==> config.mk <==
export PLATFORM = sky130hd
export DESIGN_NAME = ex_stage
export DESIGN_NICKNAME = d
export VERILOG_FILES = /design/src/rtl/cpu_pkg.sv /design/src/rtl/mul_div_iter.sv /design/src/rtl/ex_stage.sv
export SDC_FILE = /design/constraint.sdc
export NUM_CORES = 1
export LEC_CHECK = 0
export CORE_MARGIN = 2
export CORE_UTILIZATION = 30
export CTS_BUF_LIST = sky130_fd_sc_hd__clkbuf_8 sky130_fd_sc_hd__clkbuf_16
export CTS_CLUSTER_SIZE = 28
export DETAILED_ROUTE_END_ITERATION = 6
export GPL_TIMING_DRIVEN = 0
export PLACE_DENSITY_LB_ADDON = 0.2
export SYNTH_ARGS = -nofsm -noshare
export SYNTH_HDL_FRONTEND = slang
export SYNTH_HIERARCHICAL = 1
export SYNTH_SLANG_ARGS = --single-unit
==> constraint.sdc <==
create_clock -name clk -period 5.2 [get_ports clk]
set_clock_uncertainty 0.1 [all_clocks]
set_input_delay 0.78 -clock clk [delete_from_list [all_inputs] [get_ports clk]]
set_output_delay 0.78 -clock clk [all_outputs]
set_load 0.005 [all_outputs]
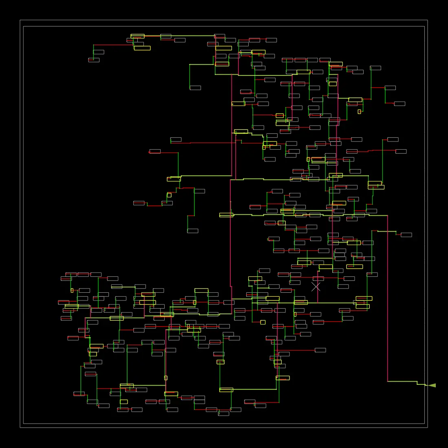
clocks.png
TritonCTS Buffers: 34
clock buf count: 42
P_clk: 2590 uW

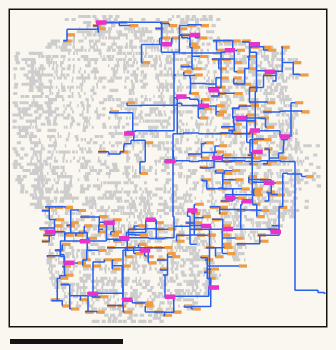
clk_routes.png
Scale bar: 100 um.
legend:
  orange:
    item: flip-flops
    count: 245
  magenta:
    item: clock drivers
    count: 34
  blue:
    item: clock wires
    length: 4600 um
routed clock nets: 35
Clk pwr share: 41.0%
clk_lat worst skew: 0.55 ns

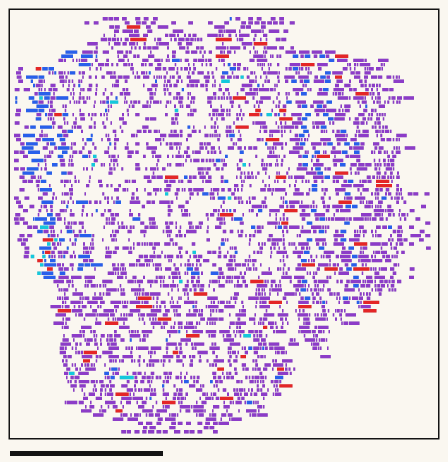
sizes.png
Scale bar: 100 um.
legend:
  blue:
    size: _2 cells
    cells: 207
    share: 6.5%
  red:
    size: _6 and larger
    cells: 60
    share: 1.9%
  purple:
    size: _0 and _1 cells
    cells: 2880
    share: 91%
  cyan:
    size: _3 and _4 cells
    cells: 23
    share: 0.73%
cell area after layout: 26600 um2
Setup WS post-layout: 0.109 ns

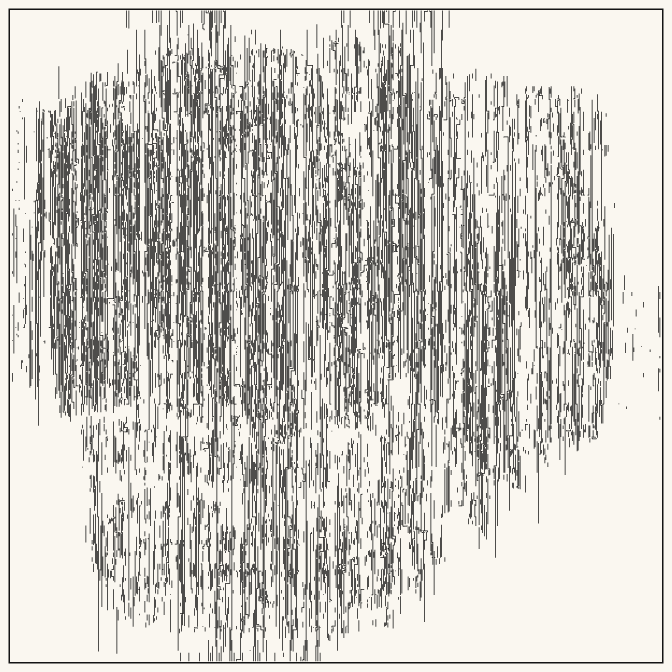
layer_met2.png
wire length on this layer: 48.7 mm
share of all routed wire: 43%
main direction: vertical
longest straight run: 111 um
DRT Wirelength: 114000 um
vias post-DR: 24369
met2 Use GR: 43.4%

==> flow_summary.yaml <==
# generated from flow reports
floorplanning:
  rows: 100
  core_um2: 74700
outcome:
  violations: "design-rule violations, max-capacitance violations"
  outcome: "complete, but fails checks"
place:
  place_congestion: 1.04
  placed_cells: 4084
  io_buffer_count: 136
clocking:
  htreeDepth: 2
global_route:
  grt_max_degree: 22
  grt_overflow_total: 0
  grt_usage_pct: 28.6
  grt_pass1_wl_um: 165000
final_timing:
  relSlewSlack_pct: 2.47
  slew_violations: 0
  max_freq_ghz: 0.196
  tns_ns: 0
  finalClockPeriodUsage_pct: 97.9
  fin_crit_ns: 5.09
power_and_ir_drop:
  worst_ir_drop_vdd_mv: 0.178
  p_sw_uw: 2170
  pwr-share-seq_pct: 30.8
  intPower_uw: 4150
worst_setup_path:
  cp_cell_sequence: "buf_2 > clkbuf_2 > clkinv_2 > buf_8 > ha_2 > nand4_1 > nor2_2 > and2_2 > nand2_1 > o21ai_1 > xnor2_1 > ha_1 > clkbuf_2 > nand4_1 > nor4_1 > o21ai_0 > nand2_1 > mux2i_1 > a211oi_1 > o32ai_1"
  cp_num_cells: 20
  crit_family: "buffers and inverters"
  r2r_slack_ns: 0.16
  arrival_ns: 5.39
  path_buffers: 5
synthesis:
  yosys_warnings: 6
  ys_seq_share_pct: 21.6
  yosysChipArea_um2: 22700
  synth_flops: 245
  synth_nets: 3243
route:
  first_pass_iters: 7
  drc: 1
  drt.antenna.violating_nets: 0
hold_path:
  holdPathStages: 2
flow_run:
  drv_cap: 1
cells_and_area:
  syn_to_final_growth_pct: 17.3
## per-stage QoR
stage | utilization, % | instance area (um2) | power [uW] | hold slack [ns]
finish | 35.6 | 26600 | 6320 | 0.356
global route | 35.6 | 26600 | 6540 | 0.387
CTS | 35.5 | 26500 | 6300 | 0.356
detailed placement | 33.8 | 25300 | 3700 | 0.344
global placement | 33.8 | 25300 | 3710 | 0.343
floorplan | - | 22700 | 3000 | 0.327
## cells in the final DEF, fill, tap and decap left out, types with 20 or more instances in the layout
cell type	count
clkbuf_16	35
dfxtp_1	245
nand2_1	312
a21oi_1	256
o21a_1	76
clkdlybuf4s50_1	122
o21ai_0	168
nand4_1	24
a31oi_1	43
buf_2	24
nor2_1	309
mux2i_1	141
a221oi_1	32
ha_1	160
o211ai_1	42
o22ai_1	20
mux2_2	100
nand3_1	65
a211oi_1	36
a21o_1	34
inv_1	163
mux4_2	31
and2_1	21
and3_1	26
clkbuf_1	139
xnor2_1	77
nor3_1	45
## power by group through the flow
stage,clock network [uW],logic (uW),registers (uW)
floorplan,0,1030,1970
global placement,0,1730,1990
detailed placement,0,1710,1990
CTS,2630,1720,1950
global route,2710,1890,1950
finish,2590,1780,1950
## logic make-up after synthesis
logic type / synth area share (%)
AND/OR/NAND/NOR: 18.1
AND-OR/OR-AND: 26.4
adder cells (fa/ha/maj): 9.20
XOR/XNOR: 3.71
flip-flops: 21.6
buffers and inverters: 6.72
multiplexers: 14.3
## what timing repair did
item | 4_1_cts | 5_1_grt
gates resized | 44 | 23
endpoints found under the setup margin | 27 | 17
cloned | 0 | 0
buffers inserted | 2 | 3
endpoints found under the hold margin | 0 | 0
pin swaps | 1 | 2
hold buffers | 0 | 0
## synthesized netlist by cell type, types with 76 or more instances
| master | number | area, um2 |
|---|---|---|
| xnor2_1 | 77 | 674 |
| nand2_1 | 312 | 1170 |
| nor2_1 | 311 | 1170 |
| mux2_2 | 100 | 1130 |
| clkbuf_1 | 151 | 567 |
| inv_1 | 163 | 612 |
| dfxtp_1 | 245 | 4900 |
| o21ai_0 | 170 | 851 |
| a21oi_1 | 258 | 1290 |
| mux2i_1 | 141 | 1410 |
| ha_1 | 162 | 2030 |
| o21a_1 | 76 | 571 |
## final cells by class
class                   count  area, um2
flip-flops and latches    245       4900
inverters                 165        624
fillers                  8024      48100
repair buffers            141       1410
well taps                 969       1210
clock buffers              42        972
diodes                      1       2.50
clock inverters            16        233
multi-input cells        2355      16300
plain buffers             206        912
## tightest hold or removal path: stages (launching register included)
cell,delay [ns]
dfxtp_1,0.31
nand2_1,0.05
a21oi_1,0.05
## metal layers
layer | track usage, % | vias up | wire (um)
li1 | - | 11198 | -
met1 | 39.0 | 11665 | 49600
met2 | 43.4 | 1205 | 48700
met3 | 5.00 | 297 | 9340
met4 | 14.4 | 4 | 6470
met5 | 0 | - | 21
No activity file was given, so power comes from the tool's default toggle rates.
